===== config.mk =====
export PLATFORM = sky130hd
export DESIGN_NAME = fetch_unit
export DESIGN_NICKNAME = d
export VERILOG_FILES = /design/src/rtl/fetch_unit.sv
export SDC_FILE = /design/constraint.sdc
export NUM_CORES = 1
export LEC_CHECK = 0
export CELL_PAD_IN_SITES_DETAIL_PLACEMENT = 0
export CELL_PAD_IN_SITES_GLOBAL_PLACEMENT = 1
export CORE_MARGIN = 1
export CORE_UTILIZATION = 39
export DETAILED_ROUTE_END_ITERATION = 10
export GPL_TIMING_DRIVEN = 0
export PLACE_DENSITY = 0.83
export SYNTH_ARGS = -nofsm -noshare
export SYNTH_HDL_FRONTEND = slang
export SYNTH_SLANG_ARGS = --single-unit
export TNS_END_PERCENT = 20

===== constraint.sdc =====
create_clock -name clk -period 6.1 [get_ports clk]
set_input_delay 0.915 -clock clk [delete_from_list [all_inputs] [get_ports clk]]
set_output_delay 0.915 -clock clk [all_outputs]
set_load 0.02 [all_outputs]

===== src/rtl/fetch_unit.sv =====
// Instruction fetch stage: owns the PC, reads instruction memory combinationally
// and queues {pc, instruction} pairs toward decode over a valid/ready handshake.
module fetch_unit #(
  parameter logic [31:0] RESET_PC = 32'h0000_0000,
  parameter int          DEPTH    = 2
) (
  input  logic                     clk,
  input  logic                     reset,
  input  logic                     fetch_en,
  output logic [31:0]              imem_addr,
  input  logic [31:0]              imem_data,
  input  logic                     redirect_valid,
  input  logic [31:0]              redirect_target,
  output logic                     out_valid,
  input  logic                     out_ready,
  output logic [31:0]              out_pc,
  output logic [31:0]              out_instr,
  output logic [$clog2(DEPTH):0]   q_count
);

  localparam int PTR_W = $clog2(DEPTH);
  localparam int CNT_W = $clog2(DEPTH) + 1;
  localparam logic [CNT_W-1:0] FULL = CNT_W'(DEPTH);

  function automatic logic [31:0] pc_inc(input logic [31:0] pc);
    return pc + 32'd4;
  endfunction

  function automatic logic [31:0] align_word(input logic [31:0] addr);
    return addr & 32'hFFFF_FFFC;
  endfunction

  logic [31:0]      pc_p0;
  logic [PTR_W-1:0] wr_ptr;
  logic [PTR_W-1:0] rd_ptr;
  logic [CNT_W-1:0] count;
  logic [31:0]      q_pc_p1    [DEPTH];
  logic [31:0]      q_instr_p1 [DEPTH];
  logic             vld_p1;
  logic             pop;
  logic             push;

  assign imem_addr = pc_p0;
  assign vld_p1    = (count != '0);
  assign pop       = vld_p1 & out_ready;
  // A full queue still accepts a push when the head leaves in the same cycle.
  assign push      = fetch_en & ~redirect_valid & ((count < FULL) | pop);

  // Stage p0 -> p1: PC advance and queue bookkeeping
  always_ff @(posedge clk) begin
    if (!reset) begin
      pc_p0  <= RESET_PC;
      wr_ptr <= '0;
      rd_ptr <= '0;
      count  <= '0;
    end else if (redirect_valid) begin
      pc_p0  <= align_word(redirect_target);
      wr_ptr <= '0;
      rd_ptr <= '0;
      count  <= '0;
    end else begin
      if (push) begin
        pc_p0  <= pc_inc(pc_p0);
        wr_ptr <= wr_ptr + PTR_W'(1);
      end
      if (pop) begin
        rd_ptr <= rd_ptr + PTR_W'(1);
      end
      case ({push, pop})
        2'b10:   count <= count + CNT_W'(1);
        2'b01:   count <= count - CNT_W'(1);
        default: count <= count;
      endcase
    end
  end

  // Queue storage is data only; occupancy alone decides what is visible.
  always_ff @(posedge clk) begin
    if (push) begin
      q_pc_p1[wr_ptr]    <= pc_p0;
      q_instr_p1[wr_ptr] <= imem_data;
    end
  end

  // Stage p1 output: head of queue, zeroed when empty
  assign out_valid = vld_p1;
  assign out_pc    = vld_p1 ? q_pc_p1[rd_ptr]    : '0;
  assign out_instr = vld_p1 ? q_instr_p1[rd_ptr] : '0;
  assign q_count   = count;

endmodule


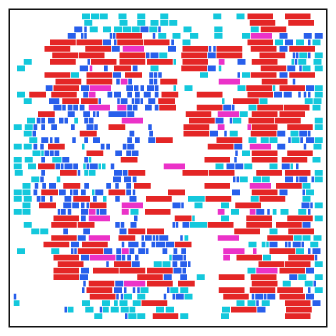
(placed cells, one colour a class)
class	colour	cells	share of their area
flip-flops	red	159	50%
all other logic	blue	308	23%
other buffers and delay cells	cyan	193	20%
clock drivers and dummy loads	magenta	32	6.4%
flop share of the area: 0.487
fin area: 0.00908 mm²
Site Rows: 47
total core area: 0.0165 mm²

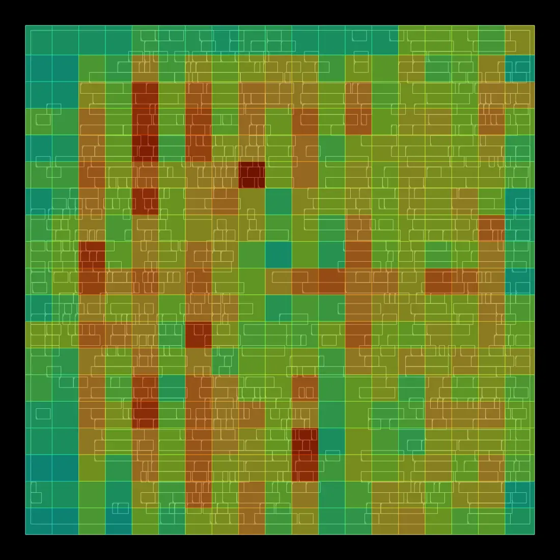
(track usage over the die)
GR Layer Usage met3: 0.0419
final core occ: 0.550
met2 Resource Use GR: 0.291

==> ci_impl_report.md <==
## PnR job results

| Metric | Value |
|---|---|
| Root buffer cell | `clkbuf_16` |
| Log Warnings | `28` |
| DRT Pass-1 Iters | `5` |
| Dpl ws | `2.56 ns` |
| # diodes | `0` |
| Seq/Total Area, Yosys | `0.673` |
| # Cells Yosys | `495` |
| MI comb area | `0.00201 mm²` |
| Clk_skew | `0.00757 ns` |
| Final WS setup | `2.47 ns` |
| Commonest flop | `edfxtp_1` |
| Global-route wire length before repair | `23,500 µm` |
| CP bufs+invs | `3` |
| Most instantiated logic cells after routing | `clkdlybuf4s50_1 (160), edfxtp_1 (124), nor2_1 (70)` |
| Buffer share of cell area | `0.198` |
| Max Cap Viol | `0` |
| Chip area | `0.0174 mm²` |
| Worst slew pin tran | `0.918 ns` |
| Count leader, synth | `edfxtp_1` |
| Comb/total area | `0.221` |
| CP delay by family, top | `buffers and inverters` |
| Seq_cells | `159` |
| Via density | `4.92` |
| Deepest clock path buffer count | `2` |
| Worst-path cell chain | `clkbuf_1 -> buf_1 -> mux2i_1 -> nor2_1 -> clkdlybuf4s50_1` |
| Vias in the first global route | `4,531` |
| Cells on Worst Hold Path | `0` |
| Worst Reg-to-Reg Cells | `6` |
| Syn Inst Count | `495` |
| Fin crit period | `3.63 ns` |
| Max Freq | `0.275 GHz` |
| Tapcells | `220` |
| Distinct cells, synth | `40` |
| Yosys warning count | `0` |
| Crit path required time | `5.18 ns` |
| Final max-slew violation count | `0` |
| Yosys chip area | `0.00658 mm²` |
| Max transition margin | `0.387` |
| Max incr delay on CP | `0.64 ns` |
| Clock Sinks | `159` |
| R2r endpoint | `q_count[1]` |
| # fillers | `1,382` |
| Logic inverters | `3` |
| Power density over the cells | `274 mW/mm²` |
| Combinational gates | `305` |
| WP depth | `5` |
| Crit Path Category | `reg -> out` |
| Worst path slowest cell | `buf_1` |
| TritonCTS clock tree | `yes` |
| Flops after synth | `159` |
| H-tree levels | `4` |
| EDFF count, synth | `124` |
| Setup Fix Bufs, Post-CTS | `0` |
| Setup TNS | `0 ns` |
| Layout area overhead | `38.2%` |
| Total Power | `2.49 mW` |
| ClkCell Share | `0.0623` |
| Leading cell kind | `flip-flops and latches` |
| Repair and plain buffers | `193` |
| Max VDD drop | `0.200 mV` |
| Area post-placement | `0.00852 mm²` |
| Synth Area per Inst | `13.3 µm²` |
| Status | `completed` |
| Cts hold-fix bufs | `0` |
| CP Capture Point | `out_pc[12]` |
| Final ANT Viol Nets | `0` |
| I/O pins | `168` |
| Initial antenna violation count | `0` |
| Final period utilization | `0.596` |
| Layout Nets | `750` |
| Layout cells sized above 1 | `0.0824` |
| Startpoint class of the critical path | `flip-flop` |
| Top area cell types | `edfxtp_1 (57%), dfxtp_1 (11%), mux2i_1 (9.6%)` |
| Leading area contributor after synthesis | `edfxtp_1` |
| Ys async rst share | `0` |
| Most frequent logic cell in the layout | `clkdlybuf4s50_1` |
| Routability Congestion | `0.801` |
| Unrepaired setup endpoints after global routing | `no` |
| Clkbuf count | `17` |
| Highest fanout seen on the critical path | `10` |
| Clk slew on worst S/H paths | `0.06 ns` |
| Register area | `0.00442 mm²` |
| Num CTS Buffers | `17` |
| Final setup fails | `0` |
| GR Overflow Total | `0` |
| Commonest cells post-synth | `edfxtp_1 (124), nor2_1 (72), mux2i_1 (63)` |
| DRC | `0` |
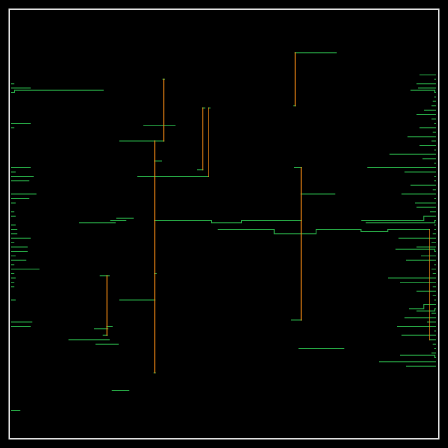
(wiring by layer)
Two of the layers only.
layer	colour	wire length
met4	orange	246 µm
met3	green	762 µm
GR Util All Layers: 0.177
via count: 4,483
final WL: 14,900 µm
WL per Instance: 16.3 µm

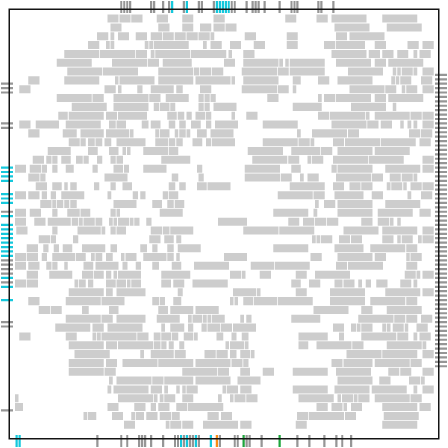
(I/O pins on the die edge)
Pins as bars across the die edge, other pins in grey.
port	colour	pins	direction	edge
fetch_en	orange	1	input	bottom
q_count	green	2	output	bottom
redirect_target	cyan	32	input	19 left, 7 top, 6 bottom
all pins by edge	67 right, 35 bottom, 33 left, 33 top
Buffers on Ports: 160
Die X: 132 µm
die height: 132 µm

## metal layers
metal / wire length, µm / global-route usage
met1: 6630 / 0.222
met2: 7230 / 0.291
met3: 761 / 0.0419
met4: 246 / 0.0814
met5: 0 / 0
## flip-flops by register name, summed over array words and instances, names as in the netlist, named ones only
name        count
wr_ptr          1
q_pc_p1        60
q_count         2
rd_ptr          1
q_instr_p1     64
imem_addr      30
## power breakdown
part	internal [mW]	total, mW	switching [mW]
clock network	0.566	1.00	0.435
registers	1.21	1.24	0.0321
logic	0.119	0.240	0.121
## stage by stage
step / instances / hold WS (ns)
after detailed placement: 880 / 0.495
after global placement: 878 / 0.493
after CTS: 912 / 0.522
after global routing: 912 / 0.537
after floorplan: 498 / 0.481
final: 912 / 0.513
## logic make-up (layout without fill, tap and decap cells)
kind of cell | count (synthesis) | after routing | share of synthesized area
xor+xnor | 31 | 31 | 0.0413
fa+ha+maj | 2 | 2 | 0.00381
mux | 63 | 63 | 0.0959
other cells | 1 | 4 | 0.000570
compound gates | 55 | 55 | 0.0461
buf+inv | 34 | 228 | 0.0253
flops | 159 | 159 | 0.673
simple gates | 150 | 150 | 0.114
## worst min-delay path by stage
stage	start	endpoint	slack [ns]
after global placement	imem_addr[31]	q_pc_p1[0][31]	0.49
after floorplan	rd_ptr	flip-flop	0.48
after global routing	imem_addr[31]	q_pc_p1[0][31]	0.54
final	imem_addr[31]	q_pc_p1[0][31]	0.51
after CTS	imem_addr[31]	q_pc_p1[0][31]	0.52
after detailed placement	imem_addr[11]	q_pc_p1[1][11]	0.49
Power and IR drop assume default switching activity.
